File: src/rtl/m_serial_sub_if.sv
// Start/done handshake and operand/result bundle for the bit-serial subtractor.
// w_ovf exists only when SERIAL_SUB_OVF_EN is defined.
interface m_serial_sub_if #(
    parameter int WIDTH = 8
);
    logic             w_start;
    logic [WIDTH-1:0] w_a;
    logic [WIDTH-1:0] w_b;
    logic             w_ready;
    logic             w_busy;
    logic             w_done;
    logic [WIDTH-1:0] w_d;
    logic             w_bout;
`ifdef SERIAL_SUB_OVF_EN
    logic             w_ovf;

    modport master (
        output w_start, w_a, w_b,
        input  w_ready, w_busy, w_done, w_d, w_bout, w_ovf
    );

    modport slave (
        input  w_start, w_a, w_b,
        output w_ready, w_busy, w_done, w_d, w_bout, w_ovf
    );
`else
    modport master (
        output w_start, w_a, w_b,
        input  w_ready, w_busy, w_done, w_d, w_bout
    );

    modport slave (
        input  w_start, w_a, w_b,
        output w_ready, w_busy, w_done, w_d, w_bout
    );
`endif
endinterface

File: src/rtl/m_serial_sub.sv
// Bit-serial subtractor D = A - B, LSB first, one full-subtractor step per clock.
// Optional SERIAL_SUB_OVF_EN adds a registered two's-complement overflow flag.
module m_serial_sub #(
    parameter int WIDTH = 8
) (
    input  logic          w_clk,
    input  logic          w_rst,
    m_serial_sub_if.slave bus
);
    localparam int CNT_W = $clog2(WIDTH);
    localparam logic [CNT_W-1:0] LAST_BIT = CNT_W'(WIDTH - 1);
    localparam logic [CNT_W-1:0] CNT_ONE  = CNT_W'(1);

    typedef enum logic [1:0] {
        ST_IDLE = 2'b00,
        ST_RUN  = 2'b01,
        ST_DONE = 2'b10
    } state_t;

    // Returns {borrow_out, difference} of one full-subtractor cell.
    function automatic logic [1:0] full_sub_cell(input logic a_bit, input logic b_bit,
                                                 input logic br_in);
        logic diff;
        logic bor;
        diff = a_bit ^ b_bit ^ br_in;
        bor  = (~a_bit & b_bit) | (~(a_bit ^ b_bit) & br_in);
        return {bor, diff};
    endfunction

    state_t           state_r;
    state_t           state_nxt_s;
    logic             accept_s;
    logic             last_s;
    logic [WIDTH-1:0] a_sh_r;
    logic [WIDTH-1:0] b_sh_r;
    logic             br_r;
    logic [CNT_W-1:0] cnt_r;
    logic [1:0]       cell_s;
    logic             d_bit_s;
    logic             br_nxt_s;
    logic [WIDTH-1:0] res_nxt_s;
    logic             ready_r;
    logic             busy_r;
    logic             done_r;
    logic [WIDTH-1:0] d_r;
    logic             bout_r;

    // Next-state decode and accept/last-bit strobes.
    always_comb begin
        state_nxt_s = state_r;
        accept_s    = 1'b0;
        last_s      = 1'b0;
        case (state_r)
            ST_IDLE: begin
                if (bus.w_start) begin
                    state_nxt_s = ST_RUN;
                    accept_s    = 1'b1;
                end else begin
                    state_nxt_s = ST_IDLE;
                end
            end
            ST_RUN: begin
                if (cnt_r == LAST_BIT) begin
                    state_nxt_s = ST_DONE;
                    last_s      = 1'b1;
                end else begin
                    state_nxt_s = ST_RUN;
                end
            end
            ST_DONE: state_nxt_s = ST_IDLE;
            default: state_nxt_s = ST_IDLE;
        endcase
    end

    // Full-subtractor cell on the current LSBs; the minuend register doubles as
    // the result register, its vacated MSB receiving each difference bit.
    always_comb begin
        cell_s    = full_sub_cell(a_sh_r[0], b_sh_r[0], br_r);
        d_bit_s   = cell_s[0];
        br_nxt_s  = cell_s[1];
        res_nxt_s = {d_bit_s, a_sh_r[WIDTH-1:1]};
    end

    // FSM state register.
    always_ff @(posedge w_clk) begin
        if (w_rst) begin
            state_r <= ST_IDLE;
        end else begin
            state_r <= state_nxt_s;
        end
    end

    // Handshake flags registered from the next state so they track state exactly.
    always_ff @(posedge w_clk) begin
        if (w_rst) begin
            ready_r <= 1'b1;
            busy_r  <= 1'b0;
            done_r  <= 1'b0;
        end else begin
            ready_r <= (state_nxt_s == ST_IDLE);
            busy_r  <= (state_nxt_s == ST_RUN);
            done_r  <= (state_nxt_s == ST_DONE);
        end
    end

    // Operand shift registers, running borrow and bit counter.
    always_ff @(posedge w_clk) begin
        if (w_rst) begin
            a_sh_r <= {WIDTH{1'b0}};
            b_sh_r <= {WIDTH{1'b0}};
            br_r   <= 1'b0;
            cnt_r  <= {CNT_W{1'b0}};
        end else if (accept_s) begin
            a_sh_r <= bus.w_a;
            b_sh_r <= bus.w_b;
            br_r   <= 1'b0;
            cnt_r  <= {CNT_W{1'b0}};
        end else if (state_r == ST_RUN) begin
            a_sh_r <= res_nxt_s;
            b_sh_r <= {1'b0, b_sh_r[WIDTH-1:1]};
            br_r   <= br_nxt_s;
            cnt_r  <= cnt_r + CNT_ONE;
        end
    end

    // Result and final borrow, loaded only on the last bit and held afterwards.
    always_ff @(posedge w_clk) begin
        if (w_rst) begin
            d_r    <= {WIDTH{1'b0}};
            bout_r <= 1'b0;
        end else if (last_s) begin
            d_r    <= res_nxt_s;
            bout_r <= br_nxt_s;
        end
    end

`ifdef SERIAL_SUB_OVF_EN
    logic ovf_r;

    // On the last bit the operand LSBs hold the original sign bits.
    always_ff @(posedge w_clk) begin
        if (w_rst) begin
            ovf_r <= 1'b0;
        end else if (last_s) begin
            ovf_r <= (a_sh_r[0] ^ b_sh_r[0]) & (a_sh_r[0] ^ d_bit_s);
        end
    end

    assign bus.w_ovf = ovf_r;
`endif

    assign bus.w_ready = ready_r;
    assign bus.w_busy  = busy_r;
    assign bus.w_done  = done_r;
    assign bus.w_d     = d_r;
    assign bus.w_bout  = bout_r;
endmodule

File: src/flat_wrapper.sv
// flat-port wrapper written by rule: the top's interface ports become plain ports
module m_serial_sub_flat 
#(
    parameter int WIDTH = 8
)
  (w_clk, w_rst, bus_w_start, bus_w_a, bus_w_b, bus_w_ready, bus_w_busy, bus_w_done, bus_w_d, bus_w_bout);
  m_serial_sub_if #(.WIDTH(WIDTH)) bus_i ();
  input  logic w_clk;
  input  logic w_rst;
  input wire logic [$bits(bus_i.w_start)-1:0] bus_w_start;
  input wire logic [$bits(bus_i.w_a)-1:0] bus_w_a;
  input wire logic [$bits(bus_i.w_b)-1:0] bus_w_b;
  output wire logic [$bits(bus_i.w_ready)-1:0] bus_w_ready;
  output wire logic [$bits(bus_i.w_busy)-1:0] bus_w_busy;
  output wire logic [$bits(bus_i.w_done)-1:0] bus_w_done;
  output wire logic [$bits(bus_i.w_d)-1:0] bus_w_d;
  output wire logic [$bits(bus_i.w_bout)-1:0] bus_w_bout;
  assign bus_i.w_start = bus_w_start;
  assign bus_i.w_a = bus_w_a;
  assign bus_i.w_b = bus_w_b;
  assign bus_w_ready = bus_i.w_ready;
  assign bus_w_busy = bus_i.w_busy;
  assign bus_w_done = bus_i.w_done;
  assign bus_w_d = bus_i.w_d;
  assign bus_w_bout = bus_i.w_bout;
  m_serial_sub #(.WIDTH(WIDTH)) u_core (.w_clk(w_clk), .w_rst(w_rst), .bus(bus_i));
endmodule
File: config.mk
export PLATFORM = sky130hd
export DESIGN_NAME = m_serial_sub_flat
export DESIGN_NICKNAME = d
export VERILOG_FILES = /design/src/rtl/m_serial_sub_if.sv /design/src/rtl/m_serial_sub.sv /design/src/flat_wrapper.sv
export SDC_FILE = /design/constraint.sdc
export NUM_CORES = 1
export LEC_CHECK = 0
export CORE_MARGIN = 2
export CORE_UTILIZATION = 43
export CTS_CLUSTER_SIZE = 10
export DETAILED_ROUTE_END_ITERATION = 16
export GPL_TIMING_DRIVEN = 0
export PLACE_DENSITY_LB_ADDON = 0.05
export REMOVE_ABC_BUFFERS = 1
export SYNTH_ARGS = -nofsm -noshare
export SYNTH_HDL_FRONTEND = slang
export SYNTH_SLANG_ARGS = --single-unit
File: constraint.sdc
create_clock -name w_clk -period 1.2 [get_ports w_clk]
set_input_delay 0.18 -clock w_clk [delete_from_list [all_inputs] [get_ports w_clk]]
set_output_delay 0.18 -clock w_clk [all_outputs]
set_load 0.1 [all_outputs]
run_1/m2.png
Drawn at 8 px/um. Cells faint in the background.
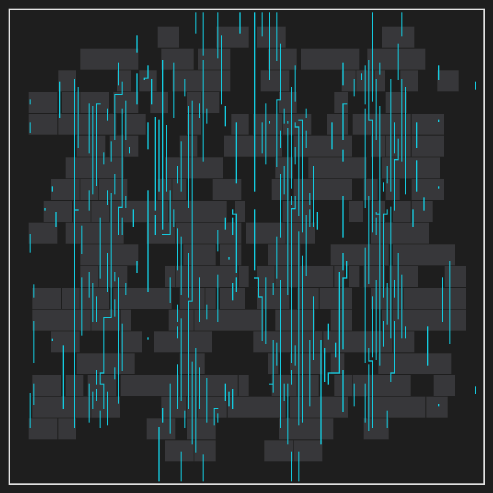
share of all routed wire: 50%
longest straight run: 43.5 um
main direction: vertical
via count: 1058
met2 GRT Util: 0.2587

run_1/class_map.png
Drawn at 6 px/um. Fill, decap, tap and diode cells in grey.
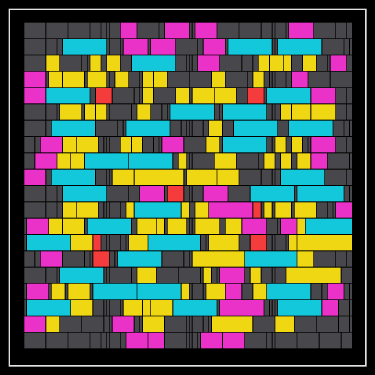
| colour | class | cells | share of their area |
|---|---|---|---|
| yellow | remaining logic cells | 85 | 37% |
| red | clock drivers and dummy loads | 7 | 2.5% |
| cyan | registers | 34 | 38% |
| magenta | remaining buffers and delay cells | 39 | 22% |
row cnt: 20
Core Util, Final: 0.6235
final instance area: 1857 um^2
core area: 2978 um^2
fraction of area in registers: 0.3726

==> results.json, run 1 <==
{
  "die_x_um": 59.17,
  "power_per_cell_area_nw_per_um2": 1106,
  "setup_viol": 23,
  "final_cells": 198,
  "drc": 0,
  "drv_slew": 0,
  "critPathCaptureType": "register",
  "io_pins": 31,
  "htree_levels": 2,
  "max_cap_violations": 0,
  "setup_tns_ns": -0.8526,
  "peakVddDrop_mv": 0.6533,
  "cts_setup_buffers": 9,
  "violations": "setup timing",
  "routedWlPerCell_um": 13.58,
  "synth_cell_types": 25,
  "warning_count": 27,
  "total_power_w": 0.002054,
  "layout.nonclk_buf_frac": 0.2143,
  "clock_cell_area_share": 0.02426,
  "first_pass_iters": 4,
  "maxSlewHeadroom": 0.6387,
  "max_freq_mhz": 786.7,
  "cts_tree": "done",
  "critPathBufInv": 1,
  "dieArea_um2": 3501,
  "simple_gate_share": 0.2094,
  "synth_warnings": 0,
  "seq_area_frac_synth": 0.5201,
  "cts-resized-gates": 103,
  "p_leak_nw": 0.7083,
  "yosysTopAreaCellShare": 0.5201,
  "areaGrowthSynthToFinish_pct": 41.87,
  "adder_share": 0.03442,
  "root_buffer": "clkbuf_4",
  "synth-xor-area-share": 0,
  "synthArstFlopShare": 0,
  "port_buffers": 30,
  "die_h_um": 59.17,
  "antenna_found_initial": 0,
  "worst_slack_ns": -0.07109,
  "outcome": "finished with violations",
  "dpl-instance-area_um2": 1608
}
run_1/clock_nets.png
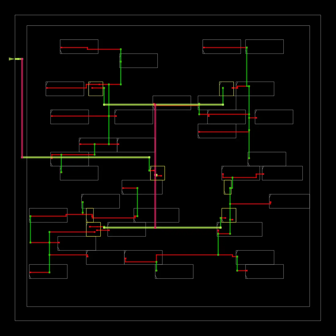
Seq Cell Count: 34
Num CTS Buffers: 5
clock skew: 0.005020 ns
Clock Power: 0.000577 W
clock buffer count: 7

## run 1: cell usage in the layout, fill, tap and decap left out, types with 3 or more instances in the layout
cell	synthesis	routed
a21oi_2	0	4
a221o_1	15	15
clkdlybuf4s50_1	0	17
clkbuf_4	0	5
buf_4	0	10
dfxtp_1	34	29
nor2_1	8	8
dfxtp_2	0	3
nand3_1	8	8
buf_6	1	9
a21oi_1	11	7
nand2_2	0	7
and2_1	15	13
## run 1: report_power, final
| group | total [W] | internal [W] | leakage [nW] | switching (W) |
|---|---|---|---|---|
| registers | 0.00121 | 0.00117 | 0.280 | 0.0000368 |
| clock network | 0.000577 | 0.000221 | 0.0254 | 0.000356 |
| logic | 0.000267 | 0.000143 | 0.403 | 0.000124 |
## run 1: routing by layer
| metal | track usage | up-vias |
|---|---|---|
| li1 | - | 534 |
| met5 | 0 | - |
| met1 | 0.1992 | 495 |
| met4 | 0.08442 | 0 |
| met2 | 0.2587 | 24 |
| met3 | 0.06550 | 5 |
## run 1: flip-flops by register name, indices dropped and copies added, names as in the netlist
name	flops
u_core.bus.w_d	8
u_core.bus.w_ready	1
u_core.br_r	1
u_core.b_sh_r	8
u_core.cnt_r	3
u_core.a_sh_r	8
u_core.bus.w_bout	1
u_core.bus.w_done	1
u_core.bus.w_busy	1
u_core.state_r	2
## run 1: worst paths after layout
check	startpoint	depth (start not counted)	to	slack (ns)
worst min-delay path	u_core.bus.w_d[7]	2	u_core.bus.w_d[7]	0.46
worst max-delay path	u_core.br_r	3	u_core.a_sh_r[7]	-0.07
worst max register to register	u_core.br_r	3	u_core.a_sh_r[7]	-0.07
worst min register to register	u_core.bus.w_d[7]	2	u_core.bus.w_d[7]	0.46
run_1/clock_wires.png
Drawn at 8 px/um.
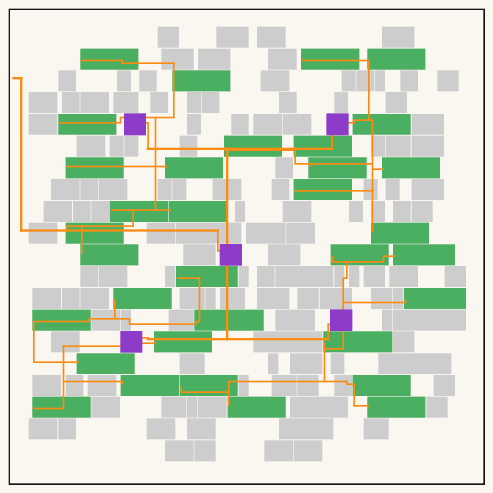

==> inputs of run 2 (changes only) <==
Settings changed: CORE_UTILIZATION 43 to 45, SETUP_SLACK_MARGIN set to 0.1.
Clock period 1.2 ns to 1.6 ns, I/O delays scaled along.
run_2/clock_wires.png
Drawn at 8 px/um.
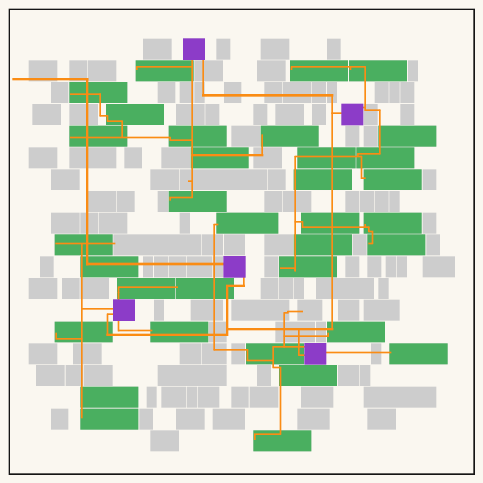
[orange] clock wires | length: 411 um
[green] flip-flops | count: 34
[purple] clock-net drivers | count: 5
routed clock nets: 6
Clock Power Share: 0.421
Clock Power: 0.000795 W
clk latency late pin: 0.34 ns

==> run 2 against run 1 <==
Net effect:
- the flow now finishes without violations
- critical path type is now register to primary output
- highest routed layer unchanged
- clock skew rose by 0.0020 ns
- register-to-register slack better by 0.28 ns
- largest cell class unchanged
- wire length increased by 0.82%
- setup slack better by 0.22 ns
- non-clock buffer count down 5
- area after synthesis did not move
- clock power grew 38%
- flip-flop count is the same
- sequential power fell by 25%
==> results.json, run 2 <==
{
  "outcome": "completed",
  "warning_count": 25,
  "final_cell_mix": "dfxtp_1, clkdlybuf4s50_1, and2_1, a221o_1, a21oi_1",
  "globalRouteMet3Util": 0.07589,
  "r2r_start": "u_core.cnt_r[0]",
  "layout_top_cell": "dfxtp_1",
  "n_all_inverters": 2,
  "path_depth": 1,
  "drv_slew": 0,
  "io_pins": 31,
  "critPathCaptureType": "primary output",
  "hold_end": "u_core.cnt_r[1]",
  "hold_viol": 0,
  "placeableCoreArea_um2": 2758,
  "setup_tns_ns": 0,
  "r2r_setup_slack_ns": 0.21,
  "drc": 0,
  "max_freq_mhz": 687.7,
  "seqCellArea_um2": 681.9,
  "cts_buffers": 5,
  "power_per_cell_area_nw_per_um2": 1092,
  "max_cap_violations": 0,
  "holdPathStages": 2,
  "yosysTopAreaCellShare": 0.5201,
  "ff2ff_path_depth": 5,
  "first_pass_iters": 4,
  "layout.nonclk_buf_frac": 0.1715,
  "clock_cell_area_share": 0.06151,
  "peakVddDrop_mv": 0.7587,
  "skew_ns": 0.007024,
  "htree_levels": 2,
  "maxSlewHeadroom": 0.6391,
  "met1_usage": 0.2091,
  "cts_tree": "done",
  "antenna_found_initial": 0,
  "p_leak_nw": 0.6889,
  "r2r-end": "u_core.bus.w_bout",
  "port_buffers": 30,
  "die_h_um": 57.93,
  "synth_warnings": 0,
  "dieArea_um2": 3356,
  "areaGrowthSynthToFinish_pct": 32.12,
  "seq_area_frac_synth": 0.5201,
  "clkbuf_count": 5,
  "critPathBufInv": 1,
  "flops": 34
}
run_2/m2.png
Drawn at 8 px/um. Cells faint in the background.
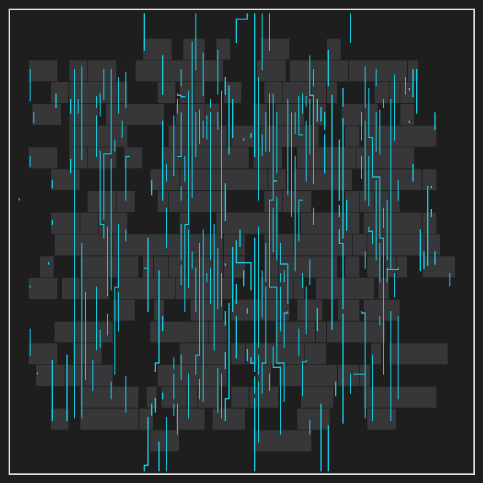
share of all routed wire: 50%
nets with wire on the layer: 142
main direction: vertical
longest straight run: 43.5 um
via count: 1046
WL final: 2710 um

## run 2: cell count changes in the layout (fill, tap and decap cells not counted), sizes merged
cell           delta
bufinv            +2
buf               -8
clkbuf            -1
clkdlybuf4s15     +2
clkinv            +1
## run 2: what timing repair did
action                                  in CTS  in global routing
setup buffers                                3                  1
endpoints found under the setup margin      41                 33
hold endpoints to repair                     0                  0
pin swaps                                    2                  0
resized                                     41                 21
## run 2: how the worst max path moves through the flow
stage,from,endpoint
after floorplan,u_core.cnt_r[0],u_core.bus.w_bout
after global placement,w_rst,u_core.b_sh_r[1]
after detailed placement,w_rst,u_core.a_sh_r[5]
after CTS,u_core.bus.w_bout,bus_w_bout
after global routing,u_core.bus.w_done,bus_w_done
final,u_core.bus.w_ready,bus_w_ready
## run 2: report_power, final
part           switching [W]  internal (W)
registers          0.0000275      0.000882
clock network       0.000306      0.000489
logic              0.0000889     0.0000954
total               0.000423       0.00147
## run 2: worst register-to-register path: cells and delay by family (launching register included)
kind	cells	cell delay [ns]
adders and majority gates	2	0.42
and+or+nand+nor	2	0.40
DFF	1	0.38
AOI/OAI and AO/OA	1	0.12
## run 2: logic make-up after synthesis
logic type / share of synthesized area
simple gates: 0.2094
flops: 0.5201
compound gates: 0.1902
buf+inv: 0.03824
fa+ha+maj: 0.03441
mux: 0.007648
## run 2: per-stage QoR
stage / hold slack, ns / instance area, um^2 / utilization
2_1_floorplan: 0.3091 / 1266 / -
3_3_place_gp: 0.4418 / 1605 / 0.5821
3_5_place_dp: 0.4478 / 1605 / 0.5821
4_1_cts: 0.4632 / 1750 / 0.6348
5_1_grt: 0.4178 / 1729 / 0.6270
6_report: 0.4141 / 1729 / 0.6270
Power figures rest on the tool's default switching activity, not on a simulated workload.
